**config.mk**
```make
export PLATFORM = sky130hd
export DESIGN_NAME = ahb2apb_bridge_pipe
export DESIGN_NICKNAME = d
export VERILOG_FILES = /design/src/rtl/ahb_apb_pkg.sv /design/src/rtl/apb_slave_decode.sv /design/src/rtl/ahb2apb_bridge_pipe.sv
export SDC_FILE = /design/constraint.sdc
export NUM_CORES = 1
export LEC_CHECK = 0
export CORE_AREA = 3 3 133 135
export CTS_CLUSTER_DIAMETER = 150
export CTS_CLUSTER_SIZE = 25
export DETAILED_ROUTE_END_ITERATION = 6
export DIE_AREA = 0 0 136 138
export PLACE_DENSITY = 0.71
export SYNTH_ARGS = -nofsm -noshare
export SYNTH_HDL_FRONTEND = slang
export SYNTH_SLANG_ARGS = --single-unit
```
**constraint.sdc**
```tcl
create_clock -name hclk -period 2.5 [get_ports hclk]
set_input_delay 0.25 -clock hclk [delete_from_list [all_inputs] [get_ports hclk]]
set_output_delay 0.25 -clock hclk [all_outputs]
set_load 0.01 [all_outputs]
```
**src/rtl/ahb_apb_pkg.sv**
```systemverilog
// Shared state encoding and AHB bus encodings for the AHB-to-APB bridge family.
package ahb_apb_pkg;

   typedef enum logic [2:0] {
      ST_IDLE   = 3'd0,
      ST_PEND   = 3'd1,
      ST_SETUP  = 3'd2,
      ST_ACCESS = 3'd3,
      ST_DONE   = 3'd4,
      ST_ERR1   = 3'd5,
      ST_ERR2   = 3'd6
   } bridge_state_t;

   localparam logic [1:0] HTRANS_IDLE   = 2'b00;
   localparam logic [1:0] HTRANS_BUSY   = 2'b01;
   localparam logic [1:0] HTRANS_NONSEQ = 2'b10;
   localparam logic [1:0] HTRANS_SEQ    = 2'b11;

   localparam logic HRESP_OKAY  = 1'b0;
   localparam logic HRESP_ERROR = 1'b1;

   function automatic logic htrans_active(input logic [1:0] trans);
      logic act;
      case (trans)
         HTRANS_IDLE, HTRANS_BUSY: act = 1'b0;
         HTRANS_NONSEQ, HTRANS_SEQ: act = 1'b1;
         default: act = 1'b0;
      endcase
      return act;
   endfunction

endpackage

```
**src/rtl/apb_slave_decode.sv**
```systemverilog
// Fixed-window APB slave decode: index field extraction, range flag and one-hot select.
module apb_slave_decode
   import ahb_apb_pkg::*;
#(
   parameter int HADDR_WIDTH = 32,
   parameter int PADDR_WIDTH = 16,
   parameter int SEL_BITS    = 4,
   parameter int PSLV_NUM    = 5
) (
   input  logic [HADDR_WIDTH-1:0] addr,
   output logic [SEL_BITS-1:0]    idx,
   output logic                   in_range,
   output logic [PSLV_NUM-1:0]    onehot
);

   localparam logic [SEL_BITS:0] SLV_COUNT = (SEL_BITS+1)'(PSLV_NUM);

   logic unused_s;

   assign idx      = addr[PADDR_WIDTH +: SEL_BITS];
   assign in_range = ({1'b0, idx} < SLV_COUNT);
   assign unused_s = ^addr;

   // One-hot select; indices beyond the slave count yield all zeros.
   always_comb begin
      onehot = {PSLV_NUM{1'b0}};
      for (int k = 0; k < PSLV_NUM; k++) begin
         onehot[k] = (idx == SEL_BITS'(k));
      end
   end

endmodule

```
**src/rtl/ahb2apb_bridge_pipe.sv**
```systemverilog
// AHB-Lite to APB bridge: registered capture, windowed slave decode, pclken-qualified
// APB phases, access timeout and a two-cycle AHB ERROR on slave error or timeout.
module ahb2apb_bridge_pipe
   import ahb_apb_pkg::*;
#(
   parameter int HADDR_WIDTH = 32,
   parameter int PADDR_WIDTH = 16,
   parameter int DATA_WIDTH  = 32,
   parameter int PSLV_NUM    = 5,
   parameter int SEL_BITS    = 4,
   parameter int TIMEOUT_CYC = 256
) (
   input  logic                           hclk,
   input  logic                           hresetn,
   input  logic                           hsel_i,
   input  logic [HADDR_WIDTH-1:0]         haddr,
   input  logic [1:0]                     htrans,
   input  logic                           hwrite,
   input  logic [2:0]                     hsize,
   input  logic [DATA_WIDTH-1:0]          hwdata,
   input  logic [DATA_WIDTH/8-1:0]        hwstrb,
   input  logic                           hready_i,
   output logic                           hready_o,
   output logic                           hresp_o,
   output logic [DATA_WIDTH-1:0]          hrdata_o,
   input  logic                           pclken,
   output logic [PADDR_WIDTH-1:0]         paddr,
   output logic [PSLV_NUM-1:0]            psel,
   output logic                           penable,
   output logic                           pwrite,
   output logic [DATA_WIDTH-1:0]          pwdata,
   output logic [DATA_WIDTH/8-1:0]        pstrb,
   input  logic [PSLV_NUM-1:0]            pready_i,
   input  logic [PSLV_NUM-1:0]            pslverr_i,
   input  logic [PSLV_NUM*DATA_WIDTH-1:0] prdata_i
);

   localparam int STRB_W = DATA_WIDTH / 8;
   localparam int TO_W   = (TIMEOUT_CYC > 1) ? $clog2(TIMEOUT_CYC + 1) : 1;
   localparam logic [TO_W-1:0] TO_LIMIT = TO_W'(TIMEOUT_CYC);
   localparam bit TO_EN = (TIMEOUT_CYC != 0);

   bridge_state_t           state_r, state_nxt_s;
   logic [TO_W-1:0]         cnt_r;
   logic [PSLV_NUM-1:0]     sel_onehot_r;
   logic [2:0]              hsize_r;
   logic [SEL_BITS-1:0]     dec_idx_s;
   logic                    dec_in_range_s;
   logic [PSLV_NUM-1:0]     dec_onehot_s;
   logic                    accept_s, sel_ready_s, sel_err_s, timeout_s, unused_s;
   logic [DATA_WIDTH-1:0]   prdata_sel_s;

   apb_slave_decode #(
      .HADDR_WIDTH(HADDR_WIDTH),
      .PADDR_WIDTH(PADDR_WIDTH),
      .SEL_BITS   (SEL_BITS),
      .PSLV_NUM   (PSLV_NUM)
   ) u_decode (
      .addr    (haddr),
      .idx     (dec_idx_s),
      .in_range(dec_in_range_s),
      .onehot  (dec_onehot_s)
   );

   assign accept_s    = hsel_i & htrans_active(htrans) & hready_i & hready_o;
   assign sel_ready_s = |(pready_i & sel_onehot_r);
   assign sel_err_s   = |(pslverr_i & sel_onehot_r);
   assign timeout_s   = TO_EN && ((cnt_r + TO_W'(1'b1)) == TO_LIMIT);
   assign unused_s    = ^{hsize_r, dec_idx_s};

   // AHB response decoded only from the state register.
   always_comb begin
      hready_o = 1'b1;
      hresp_o  = HRESP_OKAY;
      case (state_r)
         ST_IDLE, ST_DONE: begin
            hready_o = 1'b1;
            hresp_o  = HRESP_OKAY;
         end
         ST_PEND, ST_SETUP, ST_ACCESS: begin
            hready_o = 1'b0;
            hresp_o  = HRESP_OKAY;
         end
         ST_ERR1: begin
            hready_o = 1'b0;
            hresp_o  = HRESP_ERROR;
         end
         ST_ERR2: begin
            hready_o = 1'b1;
            hresp_o  = HRESP_ERROR;
         end
         default: begin
            hready_o = 1'b1;
            hresp_o  = HRESP_OKAY;
         end
      endcase
   end

   // Read-data mux over the slave currently being accessed.
   always_comb begin
      prdata_sel_s = {DATA_WIDTH{1'b0}};
      for (int k = 0; k < PSLV_NUM; k++) begin
         prdata_sel_s = prdata_sel_s |
                        (prdata_i[k*DATA_WIDTH +: DATA_WIDTH] & {DATA_WIDTH{sel_onehot_r[k]}});
      end
   end

   // Next-state logic.
   always_comb begin
      state_nxt_s = state_r;
      case (state_r)
         ST_IDLE, ST_DONE, ST_ERR2: begin
            if (accept_s) begin
               state_nxt_s = dec_in_range_s ? ST_PEND : ST_ERR1;
            end else begin
               state_nxt_s = ST_IDLE;
            end
         end
         ST_PEND: state_nxt_s = ST_SETUP;
         ST_SETUP: begin
            if (pclken) begin
               state_nxt_s = ST_ACCESS;
            end else begin
               state_nxt_s = ST_SETUP;
            end
         end
         ST_ACCESS: begin
            if (!pclken) begin
               state_nxt_s = ST_ACCESS;
            end else if (sel_ready_s) begin
               state_nxt_s = sel_err_s ? ST_ERR1 : ST_DONE;
            end else if (timeout_s) begin
               state_nxt_s = ST_ERR1;
            end else begin
               state_nxt_s = ST_ACCESS;
            end
         end
         ST_ERR1: state_nxt_s = ST_ERR2;
         default: state_nxt_s = ST_IDLE;
      endcase
   end

   // State register and ACCESS timeout counter (cleared whenever outside ACCESS).
   always_ff @(posedge hclk) begin
      if (!hresetn) begin
         state_r <= ST_IDLE;
         cnt_r   <= {TO_W{1'b0}};
      end else begin
         state_r <= state_nxt_s;
         if (state_r != ST_ACCESS) begin
            cnt_r <= {TO_W{1'b0}};
         end else if (pclken && !sel_ready_s) begin
            cnt_r <= cnt_r + TO_W'(1'b1);
         end else begin
            cnt_r <= cnt_r;
         end
      end
   end

   // Address/data capture and registered APB/AHB outputs.
   always_ff @(posedge hclk) begin
      if (!hresetn) begin
         paddr        <= {PADDR_WIDTH{1'b0}};
         pwrite       <= 1'b0;
         pwdata       <= {DATA_WIDTH{1'b0}};
         pstrb        <= {STRB_W{1'b0}};
         psel         <= {PSLV_NUM{1'b0}};
         penable      <= 1'b0;
         hrdata_o     <= {DATA_WIDTH{1'b0}};
         sel_onehot_r <= {PSLV_NUM{1'b0}};
         hsize_r      <= 3'b000;
      end else begin
         if (accept_s) begin
            paddr        <= haddr[PADDR_WIDTH-1:0];
            pwrite       <= hwrite;
            sel_onehot_r <= dec_onehot_s;
            hsize_r      <= hsize;
         end
         // Write data is only valid in the AHB data phase, i.e. the PEND cycle.
         if (state_r == ST_PEND) begin
            if (pwrite) begin
               pwdata <= hwdata;
               pstrb  <= hwstrb;
            end else begin
               pstrb  <= {STRB_W{1'b0}};
            end
         end
         psel    <= ((state_nxt_s == ST_SETUP) || (state_nxt_s == ST_ACCESS)) ?
                    sel_onehot_r : {PSLV_NUM{1'b0}};
         penable <= (state_nxt_s == ST_ACCESS);
         if ((state_r == ST_ACCESS) && (state_nxt_s == ST_DONE) && !pwrite) begin
            hrdata_o <= prdata_sel_s;
         end
      end
   end

endmodule

```
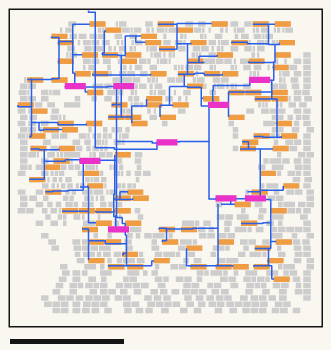
(clock wires, drivers and flops)
The bar under the picture is 50 um long.
Magenta is clock-net drivers, count 9. Blue is clock wires, length 1,410 um. Orange is flip-flops, count 108.
Position of the flops: all over the die.

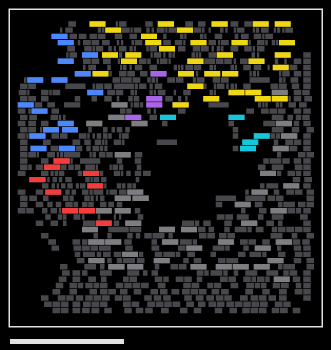
(where the registers sit)
The bar under the picture is 50 um long. Other sequential cells in the stronger grey, the rest of the logic in the fainter grey.
Purple is pstrb, flops 4. Yellow is pwdata, flops 32. Cyan is psel, flops 5, where right middle. Red is cnt_r, flops 9, where left middle. Blue is paddr, flops 16.
Another 42 sequential cells are not coloured.
register area: 0.00216 mm^2
post-layout util: 0.526
Power Sequential: 1.75 mW

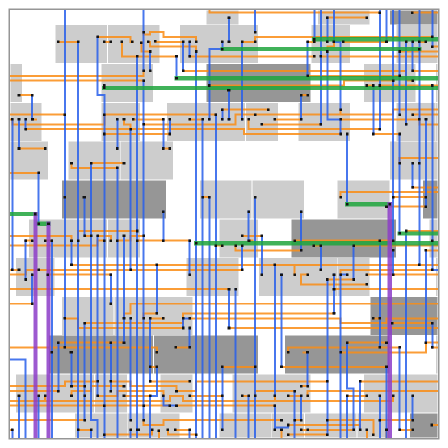
(close-up of the layout)
Region (87, 20) to (117, 50) um. Cells in grey, sequential cells in the stronger grey; small squares are vias.
Purple is M4. Green is M3. Orange is M1. Blue is M2.
Most frequent: clkdlybuf4s50_1 (15), a311oi_2 (10). Sequential cells in the window: 7. 47 logic cells have their middle in the window. Netlist names of flops here include hrdata_o (7).

==> GITHUB_STEP_SUMMARY <==
## Synthesis and layout report

| Metric | Value |
|---|---|
| Total internal power | `2.84 mW` |
| Post-synth regs | `108` |
| Final Critical Period | `2.13 ns` |
| Status | `finished clean` |
| Top Consumer | `registers` |
| ANT nets after route | `0` |
| CTS max path bufs | `2` |
| Final Wtd Congestion | `0.831` |
| Startpoint Class | `flop` |
| Initial antenna violation count | `0` |
| Drt drc | `0` |
| Vias per cell | `5.24` |
| WP data required | `2.67 ns` |
| Post-Layout Cell Count | `1,062` |
| Final Routed Wirelength | `20.3 mm` |
| I/O Pins | `342` |
| Relative slew slack | `0.367` |
| Comb power frac | `0.149` |
| Die X | `136 um` |
| P_leak | `2.73 nW` |
| Setup Viol. Count Final | `0` |
| Post-CTS Resized | `0` |
| Layout cell share with drive strength beyond 1 | `0.0831` |
| Syn Area/Cell | `9.26 um^2` |
| Port-buffer cells | `325` |
| WHS Endpoint | `pwdata[30]` |
| Crit path to | `hrdata_o[26]` |
| Fp_density | `0.302` |
| CTS H-tree depth | `3` |
| Sequential element share of the synthesized area | `0.432` |
| Clock transition at the registers of the reported paths | `0.07 ns` |
| DR WL/cell | `19.1 um` |
| Worst r2r path cells | `4` |
| Worst setup margin | `0.372 ns` |
| Final hold viol count | `0` |
| CP startpoint | `state_r[1]` |
| HP Class | `input port to flop` |
| GRT overflow | `0` |
| Most frequent cells in the layout | `clkdlybuf4s50_1, dfxtp_1, nand2_1, a21oi_1, a22oi_1` |
| 1st-pass router iterations | `5` |
| Post-Syn Area | `0.00501 mm^2` |
| CTS tree | `built` |
| Rows | `47` |
| Reg power frac | `0.477` |
| Clk pwr share | `0.373` |
| Post-Synthesis Cells | `541` |
| WS Path Type | `flop to flop` |
| Tool warnings | `42` |
| Die height | `138 um` |
| Clock skew | `0.00846 ns` |
| Layout area overhead | `74.2%` |
| MaxCap Viol Count | `0` |
| Die Area | `0.0188 mm^2` |
| Vias in the first global route | `5,397` |
| Final HPWL DP | `15.1 mm` |
| Worst EP arrival | `2.30 ns` |
| Post-synth EDFFs | `0` |
| Met1 WL | `7.91 mm` |
| Hold buffers post-CTS | `0` |
| Worst Setup End Kind | `flop` |
| Sink Count | `108` |
| Transition time of the tightest slew-check pin | `0.949 ns` |
| Worst r2r src | `state_r[1]` |
| CP Max Fanout | `32` |
| GRT Overall Usage | `0.207` |
| Highest Signal Layer | `met4` |
| Sw frac | `0.223` |
| Ant. Diodes | `0` |
| Largest net degree at the start of global routing | `56` |
| Met2 wire len | `10.4 mm` |
| Via count | `5,560` |
| Met3 routed WL | `1.54 mm` |
| Capturing point of the worst reg2reg path | `hrdata_o[26]` |
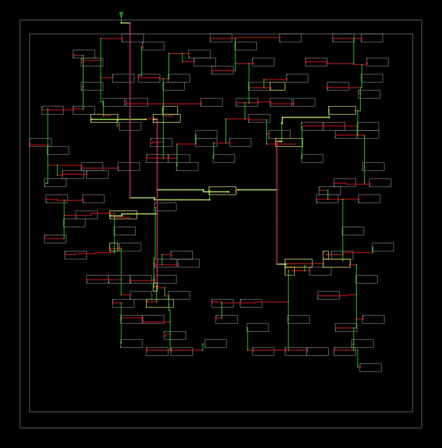
(clock routing)
seq_cells: 108
cts bufs inserted: 9

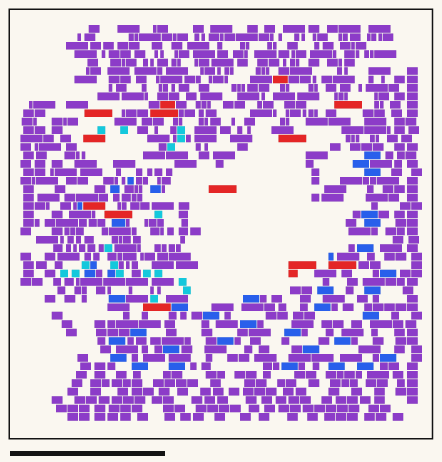
(cells by drive strength)
The bar under the picture is 50 um long.
Cyan is x3 and x4, cells 17, most used buf_4. Red is x6 and larger, cells 14, most used clkbuf_16. Blue is x2, cells 39, most used a311oi_2. Purple is x1 and smaller, cells 772, most used clkdlybuf4s50_1.

-- critical path, stage by stage, from the launching register on --
cell	delay (ns)
dfxtp_1	0.51
nand2_1	0.13
nor3_2	0.21
and3_2	0.85
a311oi_2	0.21
-- kinds of logic after synthesis --
logic type               Yosys count  share of synthesized area
AND/OR/NAND/NOR                  158                      0.148
XOR/XNOR                           4                    0.00700
adder cells (fa/ha/maj)            1                    0.00250
AND-OR/OR-AND                    191                      0.318
buffers and inverters             60                     0.0545
multiplexers                      19                     0.0380
flip-flops                       108                      0.432
-- per-layer routing --
metal,track usage,vias up
met5,0,-
met4,0.0610,0
met3,0.0505,32
met2,0.363,202
met1,0.249,2638
li1,-,2688
-- per-stage QoR --
step                hold WS, ns  area [um^2]
floorplan                 0.378         5010
global placement          0.438         8450
detailed placement        0.444         8450
CTS                       0.425         8720
global route              0.436         8720
finish                    0.444         8720
-- synthesized netlist by cell type (all sizes together), types with 6 or more instances --
| master | n |
|---|---|
| a21oi | 46 |
| a222oi | 33 |
| a22oi | 35 |
| a311oi | 32 |
| a31oi | 35 |
| buf | 11 |
| clkbuf | 46 |
| dfxtp | 108 |
| mux2i | 19 |
| nand2 | 81 |
| nand3 | 11 |
| nor2 | 25 |
| nor3b | 6 |
-- state kept, by name (all words and copies together), names as in the netlist --
| name | count |
|---|---|
| sel_onehot_r | 5 |
| pstrb | 4 |
| psel | 5 |
| hrdata_o | 32 |
| cnt_r | 9 |
| penable | 1 |
| paddr | 16 |
| state_r | 3 |
| pwdata | 32 |
| pwrite | 1 |
-- final cells by class --
type                            count  area [um^2]
Tap cell                          220          275
Timing Repair Buffer              343         3410
Fill cell                        1564         7860
Sequential cell                   108         2160
Clock buffer                       12          256
Multi-Input combinational cell    373         2580
Inverter                            3         12.5
Clock inverter                      3         21.3
No activity file was given, so power comes from the tool's default toggle rates.
